`src/rtl/imem_program_loader_if.sv`:
```
// Byte-stream input and instruction-memory write port of the program loader.
// master = byte source / memory side, slave = loader.
interface imem_program_loader_if #(
   parameter int ADDR_W = 8
);
   logic              byte_valid;
   logic [7:0]        byte_data;
   logic              byte_ready;
   logic              imem_we;
   logic [ADDR_W-1:0] imem_addr;
   logic [31:0]       imem_wdata;

   modport master (
      output byte_valid, byte_data,
      input  byte_ready, imem_we, imem_addr, imem_wdata
   );

   modport slave (
      input  byte_valid, byte_data,
      output byte_ready, imem_we, imem_addr, imem_wdata
   );
endinterface

```
`src/rtl/imem_program_loader.sv`:
```
// Packs a big-endian byte stream into 32-bit words, checks opcodes and writes
// legal words to consecutive instruction-memory addresses; holds the CPU until done.
module imem_program_loader #(
   parameter int ADDR_W    = 8,
   parameter int MAX_WORDS = 256,
   parameter int BASE_ADDR = 0
) (
   input  logic                 CLK,
   input  logic                 Reset,
   input  logic                 start,
   imem_program_loader_if.slave bus,
   output logic                 cpu_hold,
   output logic                 busy,
   output logic                 done,
   output logic                 err,
   output logic [5:0]           err_opcode,
   output logic [ADDR_W:0]      word_count
);

   typedef enum logic [2:0] {
      S_IDLE,
      S_LOAD,
      S_WRITE,
      S_DONE,
      S_ERROR
   } state_t;

   state_t            r_state;
   logic [1:0]        r_byte_cnt;
   logic [31:0]       r_shift;
   logic              r_byte_ready;
   logic              r_we;
   logic [ADDR_W-1:0] r_addr;
   logic [31:0]       r_wdata;
   logic              r_cpu_hold;
   logic              r_busy;
   logic              r_done;
   logic              r_err;
   logic [5:0]        r_err_opcode;
   logic [ADDR_W:0]   r_word_count;

   logic [31:0]       w_word_in;
   logic              w_accept;
   logic              w_in_legal;
   logic              w_cur_legal;
   logic [ADDR_W:0]   w_count_inc;
   logic              w_last;

   function automatic logic legal_op(input logic [5:0] op);
      case (op)
         6'b000000, 6'b000001, 6'b000010,
         6'b010000, 6'b010001, 6'b010010,
         6'b100000, 6'b100110, 6'b100111,
         6'b110000, 6'b111111: legal_op = 1'b1;
         default:              legal_op = 1'b0;
      endcase
   endfunction

   assign w_word_in   = {r_shift[23:0], bus.byte_data};
   assign w_accept    = r_byte_ready & bus.byte_valid;
   assign w_in_legal  = legal_op(w_word_in[31:26]);
   assign w_cur_legal = legal_op(r_shift[31:26]);
   assign w_count_inc = r_word_count + 1'b1;
   assign w_last      = (r_shift[31:26] == 6'b111111) ||
                        (w_count_inc == (ADDR_W+1)'(MAX_WORDS));

   // The write strobe is set up while byte 3 is accepted so it is registered
   // and visible during the single WRITE cycle that follows.
   always_ff @(posedge CLK) begin
      if (Reset) begin
         r_state      <= S_IDLE;
         r_byte_cnt   <= '0;
         r_shift      <= '0;
         r_byte_ready <= 1'b0;
         r_we         <= 1'b0;
         r_addr       <= '0;
         r_wdata      <= '0;
         r_cpu_hold   <= 1'b1;
         r_busy       <= 1'b0;
         r_done       <= 1'b0;
         r_err        <= 1'b0;
         r_err_opcode <= '0;
         r_word_count <= '0;
      end else begin
         r_we    <= 1'b0;
         r_addr  <= '0;
         r_wdata <= '0;
         case (r_state)
            S_IDLE, S_DONE, S_ERROR: begin
               if (start) begin
                  r_state      <= S_LOAD;
                  r_byte_cnt   <= '0;
                  r_shift      <= '0;
                  r_byte_ready <= 1'b1;
                  r_cpu_hold   <= 1'b1;
                  r_busy       <= 1'b1;
                  r_done       <= 1'b0;
                  r_err        <= 1'b0;
                  r_err_opcode <= '0;
                  r_word_count <= '0;
               end
            end
            S_LOAD: begin
               if (w_accept) begin
                  r_shift <= w_word_in;
                  if (r_byte_cnt == 2'd3) begin
                     r_byte_cnt   <= '0;
                     r_byte_ready <= 1'b0;
                     r_state      <= S_WRITE;
                     if (w_in_legal) begin
                        r_we    <= 1'b1;
                        r_addr  <= ADDR_W'(BASE_ADDR) + r_word_count[ADDR_W-1:0];
                        r_wdata <= w_word_in;
                     end
                  end else begin
                     r_byte_cnt <= r_byte_cnt + 2'd1;
                  end
               end
            end
            S_WRITE: begin
               if (w_cur_legal) begin
                  r_word_count <= w_count_inc;
                  if (w_last) begin
                     r_state    <= S_DONE;
                     r_done     <= 1'b1;
                     r_cpu_hold <= 1'b0;
                     r_busy     <= 1'b0;
                  end else begin
                     r_state      <= S_LOAD;
                     r_byte_ready <= 1'b1;
                  end
               end else begin
                  r_state      <= S_ERROR;
                  r_err        <= 1'b1;
                  r_err_opcode <= r_shift[31:26];
                  r_busy       <= 1'b0;
               end
            end
            default: r_state <= S_IDLE;
         endcase
      end
   end

   assign bus.byte_ready = r_byte_ready;
   assign bus.imem_we    = r_we;
   assign bus.imem_addr  = r_addr;
   assign bus.imem_wdata = r_wdata;
   assign cpu_hold       = r_cpu_hold;
   assign busy           = r_busy;
   assign done           = r_done;
   assign err            = r_err;
   assign err_opcode     = r_err_opcode;
   assign word_count     = r_word_count;

endmodule

```
`src/flat_wrapper.sv`:
```
// flat-port wrapper written by rule: the top's interface ports become plain ports
module imem_program_loader_flat 
#(
   parameter int ADDR_W    = 8,
   parameter int MAX_WORDS = 256,
   parameter int BASE_ADDR = 0
)
  (CLK, Reset, start, cpu_hold, busy, done, err, err_opcode, word_count, bus_byte_valid, bus_byte_data, bus_byte_ready, bus_imem_we, bus_imem_addr, bus_imem_wdata);
  imem_program_loader_if #(.ADDR_W(ADDR_W)) bus_i ();
  input  logic CLK;
  input  logic Reset;
  input  logic start;
  output logic cpu_hold;
  output logic busy;
  output logic done;
  output logic err;
  output logic [5:0] err_opcode;
  output logic [ADDR_W:0] word_count;
  input wire logic [$bits(bus_i.byte_valid)-1:0] bus_byte_valid;
  input wire logic [$bits(bus_i.byte_data)-1:0] bus_byte_data;
  output wire logic [$bits(bus_i.byte_ready)-1:0] bus_byte_ready;
  output wire logic [$bits(bus_i.imem_we)-1:0] bus_imem_we;
  output wire logic [$bits(bus_i.imem_addr)-1:0] bus_imem_addr;
  output wire logic [$bits(bus_i.imem_wdata)-1:0] bus_imem_wdata;
  assign bus_i.byte_valid = bus_byte_valid;
  assign bus_i.byte_data = bus_byte_data;
  assign bus_byte_ready = bus_i.byte_ready;
  assign bus_imem_we = bus_i.imem_we;
  assign bus_imem_addr = bus_i.imem_addr;
  assign bus_imem_wdata = bus_i.imem_wdata;
  imem_program_loader #(.ADDR_W(ADDR_W), .MAX_WORDS(MAX_WORDS), .BASE_ADDR(BASE_ADDR)) u_core (.CLK(CLK), .Reset(Reset), .start(start), .bus(bus_i), .cpu_hold(cpu_hold), .busy(busy), .done(done), .err(err), .err_opcode(err_opcode), .word_count(word_count));
endmodule
```
`config.mk`:
```
export PLATFORM = sky130hd
export DESIGN_NAME = imem_program_loader_flat
export DESIGN_NICKNAME = d
export VERILOG_FILES = /design/src/rtl/imem_program_loader_if.sv /design/src/rtl/imem_program_loader.sv /design/src/flat_wrapper.sv
export SDC_FILE = /design/constraint.sdc
export NUM_CORES = 1
export LEC_CHECK = 0
export CAP_MARGIN = 20
export CORE_MARGIN = 2
export CORE_UTILIZATION = 45
export CTS_CLUSTER_DIAMETER = 30
export CTS_CLUSTER_SIZE = 8
export DETAILED_ROUTE_END_ITERATION = 6
export PLACE_DENSITY = 0.83
export SKIP_LAST_GASP = 1
export SLEW_MARGIN = 0
export SYNTH_ARGS = -nofsm -noshare
export SYNTH_HDL_FRONTEND = slang
export SYNTH_SLANG_ARGS = --single-unit
```
`constraint.sdc`:
```
create_clock -name CLK -period 2.4 [get_ports CLK]
set_input_delay 0.48 -clock CLK [delete_from_list [all_inputs] [get_ports CLK]]
set_output_delay 0.48 -clock CLK [all_outputs]
set_load 0.1 [all_outputs]
```
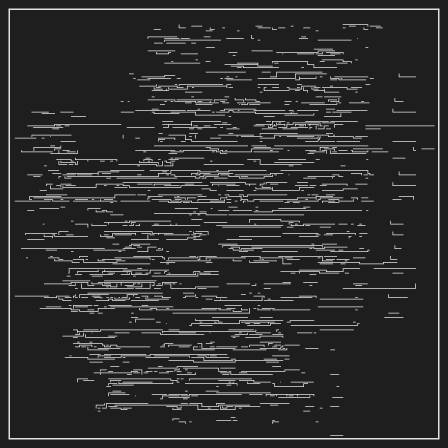
Fig. 1. M1 wires (run 1).
longest straight run: 22.1 um
wire length on this layer: 3,820 um
share of all routed wire: 48%
Routed WL: 7.96 mm
GR Util met1: 0.258

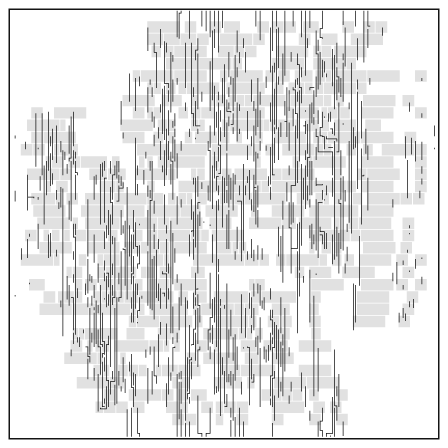
Fig. 2. Met2 routing (run 1).
longest straight run: 37.7 um
nets with wire on the layer: 389
main direction: vertical
wire length on this layer: 3,700 um
share of all routed wire: 46%
via count: 3,027
M2 GR Usage: 0.280

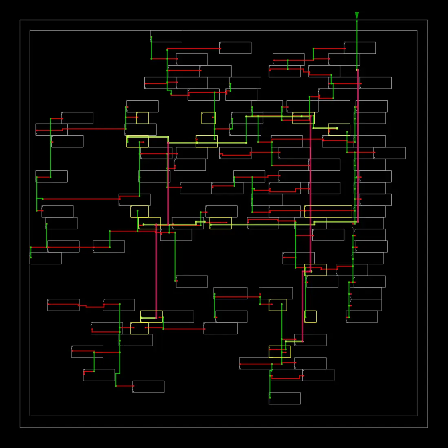
Fig. 3. Clock routing (run 1).
clock buffer count from CTS: 9
CLK BUF: 9
clk sinks: 96
P_clk: 1.12 mW

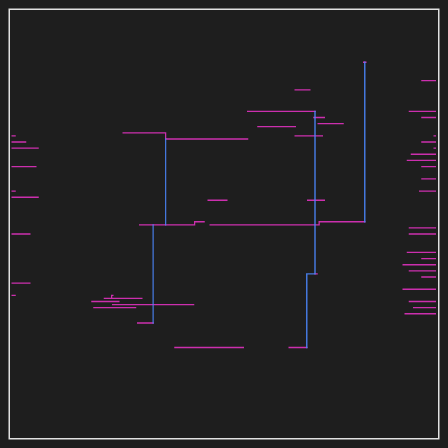
Fig. 4. Wiring by layer (run 1).
Only two layers are drawn.
legend:
  magenta:
    layer: met3
    wire_length: 319 um
  blue:
    layer: met4
    wire_length: 130 um
gr usage total: 0.184
routed len/inst: 13.9 um

==> flow_metrics.py, run 1 <==
# Flow results
metrics = {
    "cells_and_area": {
        "drive_gt1_frac": 0.252,
        "final_layout_top_logic_cell": "dfxtp_1",
        "layout_top_cells": "dfxtp_1 (91), buf_4 (66), a21oi_1 (47)",
        "fillers": 720,
        "flow.area_growth_from_synthesis_pct": 23.7,
    },
    "final_timing": {
        "worst_pin_slew_ns": 0.584,
        "layout_min_cycle_time_ns": 2.04,
        "timing.final.hold_violations": 0,
        "tns_ns": 0,
        "max_slew_margin": 0.610,
        "rsz0062_at_grt": "no",
        "fmax_ghz": 0.490,
        "period_used_share": 0.850,
        "skew_ns": 0.0166,
    },
    "yosys": {
        "ys_async_sr_fraction": 0,
        "yosys_cells": 397,
        "ys_top_cells_by_count": "dfxtp_1 (96), a21oi_1 (47), and2_1 (40)",
        "syn_area_um2": 3720,
        "syn_area_per_cell_um2": 9.36,
        "edf_count": 0,
        "syn_inst": 397,
        "syn_nets": 411,
        "yosysTopAreaCellShare": 0.517,
        "most_common_cell": "dfxtp_1",
        "yosys.stat.seqShare": 0.517,
        "ff_type": "dfxtp_1",
        "ys_seq_elements": 96,
    },
    "setup_path": {
        "r2r_start": "u_core.r_shift[26]",
        "critPathKind": "reg -> reg",
        "rrSetupSlack_ns": 0.36,
        "slowest_delay_ns": 0.52,
        "r2r-end": "u_core.word_count[4]",
        "critical-path-slowest-cell": "a31o_1",
        "crit_path_end_kind": "register",
        "path_max_fanout": 11,
        "cp.required_ns": 2.69,
    },
    "clock_network": {
        "h-tree-depth": 3,
        "clkTransAtPathRegs_ns": 0.10,
        "root_buffer": "clkbuf_8",
        "cts_hold_buf": 0,
        "cts_resized": 0,
    },
    "drt": {
        "route.detailed.drc": 0,
        "vias_per_cell": 5.28,
    },
    "placement": {
        "post-place-cells": 557,
        "port_buffers": 72,
    },
    "die": {
        "initial_utilization": 0.459,
        "coreArea_um2": 8090,
        "dieArea_um2": 9000,
        "fp.dieH_um": 94.9,
    },
    "grt": {
        "overflow": 0,
        "grt_pass1_wl_mm": 13.1,
        "grt_pass1_vias": 2710,
    },
    "worst_hold_path": {
        "worstHoldStart": "u_core.r_shift[16]",
        "holdCritPathClass": "reg -> reg",
    },
    "outcome": {
        "status": "finished, final reports clean",
    },
}
[run 1: per-stage QoR]
stage | cell area, um2 | setup slack [ns] | utilization | hold WS [ns]
6_report | 4600 | 0.360 | 0.568 | 0.459
5_1_grt | 4600 | 0.177 | 0.568 | 0.473
3_5_place_dp | 4390 | 0.0226 | 0.542 | 0.441
2_1_floorplan | 3720 | 0.00879 | - | 0.427
3_3_place_gp | 4390 | 0.0656 | 0.542 | 0.436
4_1_cts | 4600 | 0.371 | 0.568 | 0.463
[run 1: area by class of cell]
type	instances	area [um2]	area share
timing repair buffer	80	661	0.144
multi-input combinational	271	1650	0.359
sequential	96	1930	0.419
inverter	5	18.8	0.00408
clock inverter	7	87.6	0.0190
tap	105	131	0.0286
clock buffer	9	124	0.0269
[run 1: worst max-delay path, delay by kind of cell (launching register included)]
kind                       cells  cell delay, ns
adders and majority gates      1            0.24
AOI/OAI and AO/OA              3            0.83
and+or+nand+nor                2            0.46
DFF                            1            0.42
[run 1: where the power goes]
part           internal (mW)  total [mW]  leakage, nW  switching [mW]
logic                  0.118       0.368        0.892           0.250
registers               1.61        1.64        0.777          0.0252
clock network          0.505        1.12        0.101           0.611
total                   2.24        3.12         1.77           0.886
[run 1: metal layers]
metal / wire (um) / part of all wire / track usage / vias to the layer above
met3: 318 / 0.040 / 0.0359 / 9
met4: 130 / 0.016 / 0.0725 / 0
met1: 3820 / 0.48 / 0.258 / 1447
met2: 3700 / 0.46 / 0.280 / 68
met5: 0 / 0 / 0 / -
li1: - / - / - / 1503
[run 1: kinds of logic after synthesis]
family                   synth area share
XOR/XNOR                          0.00236
adder cells (fa/ha/maj)            0.0125
AND-OR/OR-AND                       0.148
flip-flops                          0.517
buffers and inverters              0.0401
multiplexers                      0.00539
AND/OR/NAND/NOR                     0.275
==> inputs of run 2 (changes only) <==
- clock period: 2.4 -> 2.1 ns (I/O delays scaled with it)
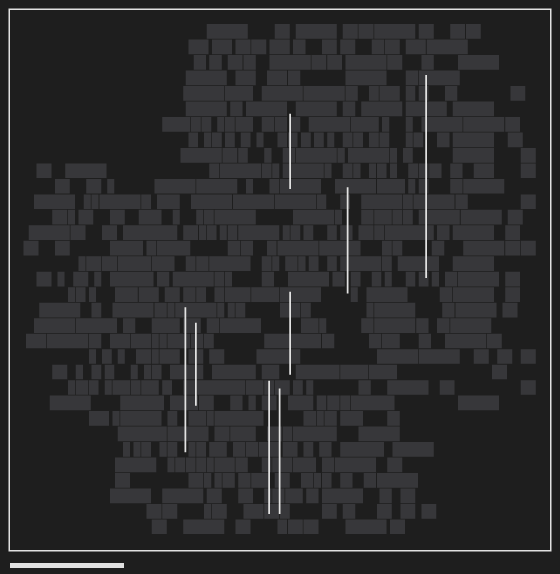
Fig. 5. Met4 routing (run 2).
The bar under the picture is 20 um long.
main direction: vertical
share of all routed wire: 2.1%
longest straight run: 35.4 um
wire length on this layer: 165 um
nets with wire on the layer: 5
Routed WL: 7.76 mm
via count: 3,048

==> flow_metrics.py, run 2 <==
# Flow results
metrics = {
    "final_timing": {
        "fin_ws_ns": 0.134,
        "fmax_ghz": 0.509,
        "layout_min_cycle_time_ns": 1.97,
        "worst_pin_slew_ns": 0.560,
        "period_used_share": 0.936,
        "rsz0062_at_grt": "no",
        "skew_ns": 0.0145,
        "max_slew_margin": 0.627,
        "timing.final.hold_violations": 0,
    },
    "pwr": {
        "powerSeq_mw": 1.87,
        "power.share.switching": 0.296,
        "clockPowerShare": 0.342,
        "comb-power_mw": 0.427,
        "combPwrFrac": 0.122,
        "switching_power_mw": 1.03,
        "clk-power_mw": 1.20,
        "powerDensity_nw_per_um2": 755,
        "maxPowerGroup": "sequential cells",
    },
    "clock_network": {
        "cts_buffers": 9,
        "h-tree-depth": 3,
        "cts_resized": 0,
        "cts_hold_buf": 0,
        "cts_sinks": 96,
        "root_buffer": "clkbuf_8",
        "clkTransAtPathRegs_ns": 0.10,
    },
    "grt": {
        "met1_usage": 0.242,
        "grt_pass1_wl_mm": 12.9,
        "gr-usage-met2": 0.278,
        "track_usage": 0.181,
        "grt_pass1_vias": 2763,
        "met3_usage": 0.0527,
    },
    "placement": {
        "port_buffers": 72,
        "post_dp_cell_area_um2": 4420,
        "dp_slack_ns": -0.104,
    },
    "yosys": {
        "syn_nets": 411,
        "syn_inst": 397,
        "ys_top_cells_by_count": "dfxtp_1 (96), a21oi_1 (47), and2_1 (40)",
        "edf_count": 0,
        "syn_area_per_cell_um2": 9.36,
        "ff_type": "dfxtp_1",
        "yosys.stat.seqShare": 0.517,
        "yosys_cells": 397,
        "ys_seq_elements": 96,
        "syn_area_um2": 3720,
        "yosysTopAreaCellShare": 0.517,
        "most_common_cell": "dfxtp_1",
        "ys_async_sr_fraction": 0,
    },
    "drt": {
        "wl_met1_mm": 3.49,
        "vias_per_cell": 5.30,
        "dr_wl_met3_um": 530,
        "route.detailed.drc": 0,
        "wl_per_cell_um": 13.5,
    },
    "setup_path": {
        "crit_path_end_kind": "register",
        "path_max_fanout": 9,
        "cp.required_ns": 2.34,
        "rrSetupSlack_ns": 0.13,
        "critPathKind": "reg -> reg",
    },
    "cells_and_area": {
        "drive_gt1_frac": 0.264,
        "layout_top_cells": "dfxtp_1 (88), buf_4 (67), a21oi_1 (47)",
        "finalInstanceArea_um2": 4630,
        "final_layout_top_logic_cell": "dfxtp_1",
        "fillers": 730,
        "flow.area_growth_from_synthesis_pct": 24.5,
    },
    "die": {
        "die_x_um": 94.9,
        "initial_utilization": 0.459,
        "dieArea_um2": 9000,
        "coreArea_um2": 8090,
        "fp.dieH_um": 94.9,
    },
    "worst_hold_path": {
        "holdCritPathClass": "reg -> reg",
    },
    "outcome": {
        "status": "finished, final reports clean",
    },
}
[run 2: cell counts after synthesis]
Identical to the previous run, type by type.
[run 2: cells by family (layout without fill, tap and decap cells)]
| kind of cell | count (synthesis) | in the layout | synth area share |
|---|---|---|---|
| simple gates | 184 | 184 | 0.275 |
| flops | 96 | 96 | 0.517 |
| compound gates | 80 | 80 | 0.148 |
| buf+inv | 30 | 103 | 0.0401 |
| fa+ha+maj | 4 | 4 | 0.0125 |
| mux | 2 | 2 | 0.00539 |
| xor+xnor | 1 | 1 | 0.00236 |
[run 2: path summary, 6_finish.rpt]
check	endpoint	startpoint
worst max-delay path	u_core.bus.byte_ready	u_core.word_count[0]
worst min-delay path	u_core.r_shift[16]	u_core.r_shift[16]
worst max register to register	u_core.bus.byte_ready	u_core.word_count[0]
worst min register to register	u_core.r_shift[16]	u_core.r_shift[16]
[run 2: final cells by class]
type / instances / area, um2 / share of cell area
Timing Repair Buffer: 82 / 688 / 0.149
Sequential cell: 96 / 1940 / 0.418
Multi-Input combinational cell: 271 / 1650 / 0.356
Clock inverter: 7 / 81.3 / 0.0176
Inverter: 5 / 18.8 / 0.00405
Tap cell: 105 / 131 / 0.0284
Clock buffer: 9 / 124 / 0.0268
[run 2: per-stage QoR]
step	hold slack [ns]	util	instances	setup TNS, ns
6_report	0.453	0.572	575	0
5_1_grt	0.490	0.572	575	0
4_1_cts	0.459	0.572	575	0
3_5_place_dp	0.442	0.547	559	-1.02
3_3_place_gp	0.436	0.547	559	-0.350
2_1_floorplan	0.427	-	397	-0.0425
[run 2: critical path: stages, from the launching register on]
cell     delay (ns)
dfxtp_4        0.39
ha_1           0.25
and3_2         0.25
nor4_1         0.22
a311o_1        0.18
a21oi_2        0.10
or3_1          0.32
nor4b_4        0.13
==> inputs of run 3 (changes only) <==
- CELL_PAD_IN_SITES_DETAIL_PLACEMENT: unset -> 1
- CELL_PAD_IN_SITES_GLOBAL_PLACEMENT: unset -> 1
- CORE_UTILIZATION: 45 -> 42
- PLACE_DENSITY: 0.83 -> 0.95
- clock period: 2.1 -> 2.4 ns (I/O delays scaled with it)
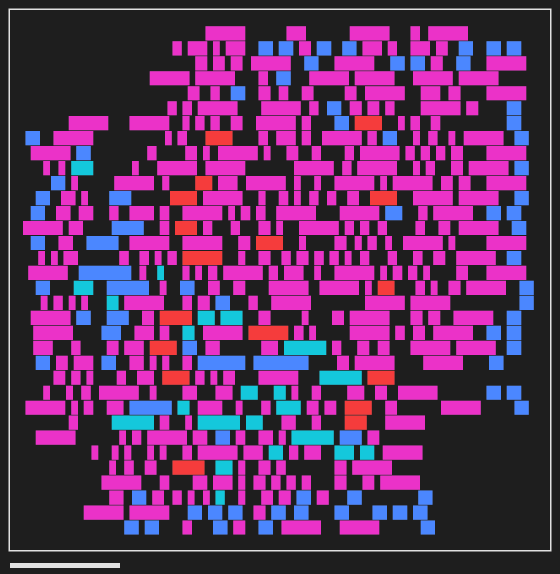
Fig. 6. Cell sizes after repair (run 3).
The bar under the picture is 20 um long.
legend:
  blue:
    size: drive 3 to 4
    cells: 79
  cyan:
    size: drive 2
    cells: 22
  red:
    size: drive 6 and up
    cells: 17
  magenta:
    size: drive 1 or less
    cells: 350
Design Area, Final: 4580 um2
P&R area growth vs syn: 23.3%

==> flow_metrics.py, run 3 <==
# Flow results
metrics = {
    "outcome": {
        "status": "finished, final reports clean",
    },
    "clock_network": {
        "clkTransAtPathRegs_ns": 0.11,
        "h-tree-depth": 3,
        "cts_resized": 0,
        "root_buffer": "clkbuf_8",
        "cts_buffers": 9,
        "cts_sinks": 96,
        "cts_hold_buf": 0,
    },
    "worst_hold_path": {
        "min_delay_worst_endpoint": "u_core.r_shift[17]",
        "holdCritPathClass": "reg -> reg",
        "worstHoldStart": "u_core.r_shift[17]",
    },
    "die": {
        "rows": 34,
        "dieArea_um2": 9620,
        "initial_utilization": 0.430,
        "coreArea_um2": 8640,
        "die_x_um": 98.1,
    },
    "pwr": {
        "switching_power_mw": 0.938,
        "combPwrFrac": 0.120,
        "powerDensity_nw_per_um2": 672,
        "maxPowerGroup": "sequential cells",
        "clockPowerShare": 0.348,
        "comb-power_mw": 0.370,
        "powerSeq_mw": 1.64,
        "clk-power_mw": 1.07,
        "power.share.switching": 0.304,
    },
    "cells_and_area": {
        "final_layout_top_logic_cell": "dfxtp_1",
        "fin_nets": 477,
        "fin_cells": 576,
        "comb_area_um2": 1650,
        "layout_top_cells": "dfxtp_1 (91), buf_4 (67), a21oi_1 (47)",
        "fillers": 1024,
        "regArea_um2": 1930,
    },
    "yosys": {
        "syn_area_per_cell_um2": 9.36,
        "yosys_cells": 397,
        "yosys.stat.seqShare": 0.517,
        "syn_area_um2": 3720,
        "edf_count": 0,
        "ff_type": "dfxtp_1",
        "ys_async_sr_fraction": 0,
        "ys_top_cells_by_count": "dfxtp_1 (96), a21oi_1 (47), and2_1 (40)",
        "yosysTopAreaCellShare": 0.517,
        "ys_warn_count": 0,
        "most_common_cell": "dfxtp_1",
        "syn_inst": 397,
        "syn_nets": 411,
        "ys_seq_elements": 96,
    },
    "setup_path": {
        "r2r_start": "u_core.r_shift[31]",
        "crit_chain": "maj3_2, nor3_4, nor3_2, a31o_1, a21oi_1, a211oi_1",
        "crit_path_end_kind": "register",
        "cp.arrival_ns": 2.42,
        "slowest_delay_ns": 0.51,
        "path_max_fanout": 11,
        "cp.required_ns": 2.68,
        "rrSetupSlack_ns": 0.27,
        "critPathKind": "reg -> reg",
        "r2r-end": "u_core.word_count[4]",
    },
    "grt": {
        "track_usage": 0.204,
        "top_usage_layer": "met2",
        "met1_usage": 0.255,
        "met3_usage": 0.0336,
        "grt_pass1_vias": 3249,
        "grt_pass1_wl_mm": 16.0,
        "gr-usage-met2": 0.347,
    },
    "drt": {
        "wl_mm": 9.37,
        "route.detailed.drc": 0,
        "vias": 3104,
        "wl_per_cell_um": 16.3,
        "vias_per_cell": 5.39,
    },
    "final_timing": {
        "fmax_ghz": 0.468,
        "rsz0062_at_grt": "no",
        "skew_ns": 0.0103,
        "max_slew_margin": 0.610,
        "tns_ns": 0,
        "timing.final.hold_violations": 0,
        "period_used_share": 0.889,
        "worst_pin_slew_ns": 0.585,
        "layout_min_cycle_time_ns": 2.13,
    },
    "placement": {
        "post_dp_cell_area_um2": 4380,
        "port_buffers": 72,
        "post-place-cells": 560,
    },
}
[run 3: cell counts after synthesis]
No cell type changed its count.
[run 3: stage by stage]
step                      setup slack (ns)  hold slack (ns)  utilization
after global routing                 0.126            0.482        0.531
after global placement               0.117            0.436        0.507
after floorplan                    0.00879            0.427            -
after detailed placement            0.0593            0.450        0.507
after CTS                            0.259            0.464        0.531
final                                0.265            0.460        0.531
[run 3: critical path, delay by kind of cell (launching register included)]
family | cells | cell delay (ns)
AOI/OAI and AO/OA | 3 | 0.83
adders and majority gates | 1 | 0.27
DFF | 1 | 0.44
and+or+nand+nor | 2 | 0.50
[run 3: kinds of logic after synthesis]
logic type / synth area share
AND/OR/NAND/NOR: 0.275
XOR/XNOR: 0.00236
adder cells (fa/ha/maj): 0.0125
flip-flops: 0.517
buffers and inverters: 0.0401
multiplexers: 0.00539
AND-OR/OR-AND: 0.148
[run 3: cell type report]
cell class / count / share of cell area
Clock inverter: 7 / 0.0177
Tap cell: 108 / 0.0295
Inverter: 5 / 0.00409
Timing Repair Buffer: 80 / 0.141
Multi-Input combinational cell: 271 / 0.360
Clock buffer: 9 / 0.0270
Sequential cell: 96 / 0.421
[run 3: worst max-delay path by stage]
| stage | start | endpoint |
|---|---|---|
| floorplan | u_core.word_count[6] | u_core.bus.byte_ready |
| global placement | start | u_core.word_count[4] |
| detailed placement | start | u_core.word_count[4] |
| CTS | u_core.r_shift[26] | u_core.word_count[4] |
| global route | u_core.r_shift[26] | u_core.word_count[4] |
| finish | u_core.r_shift[31] | u_core.word_count[4] |
[run 3: layer usage]
layer	routed length, um	vias up
met2	4710	64
met1	4150	1524
met3	321	15
met5	0	-
li1	-	1501
met4	191	0
Power is estimated from default activity; no workload was simulated.
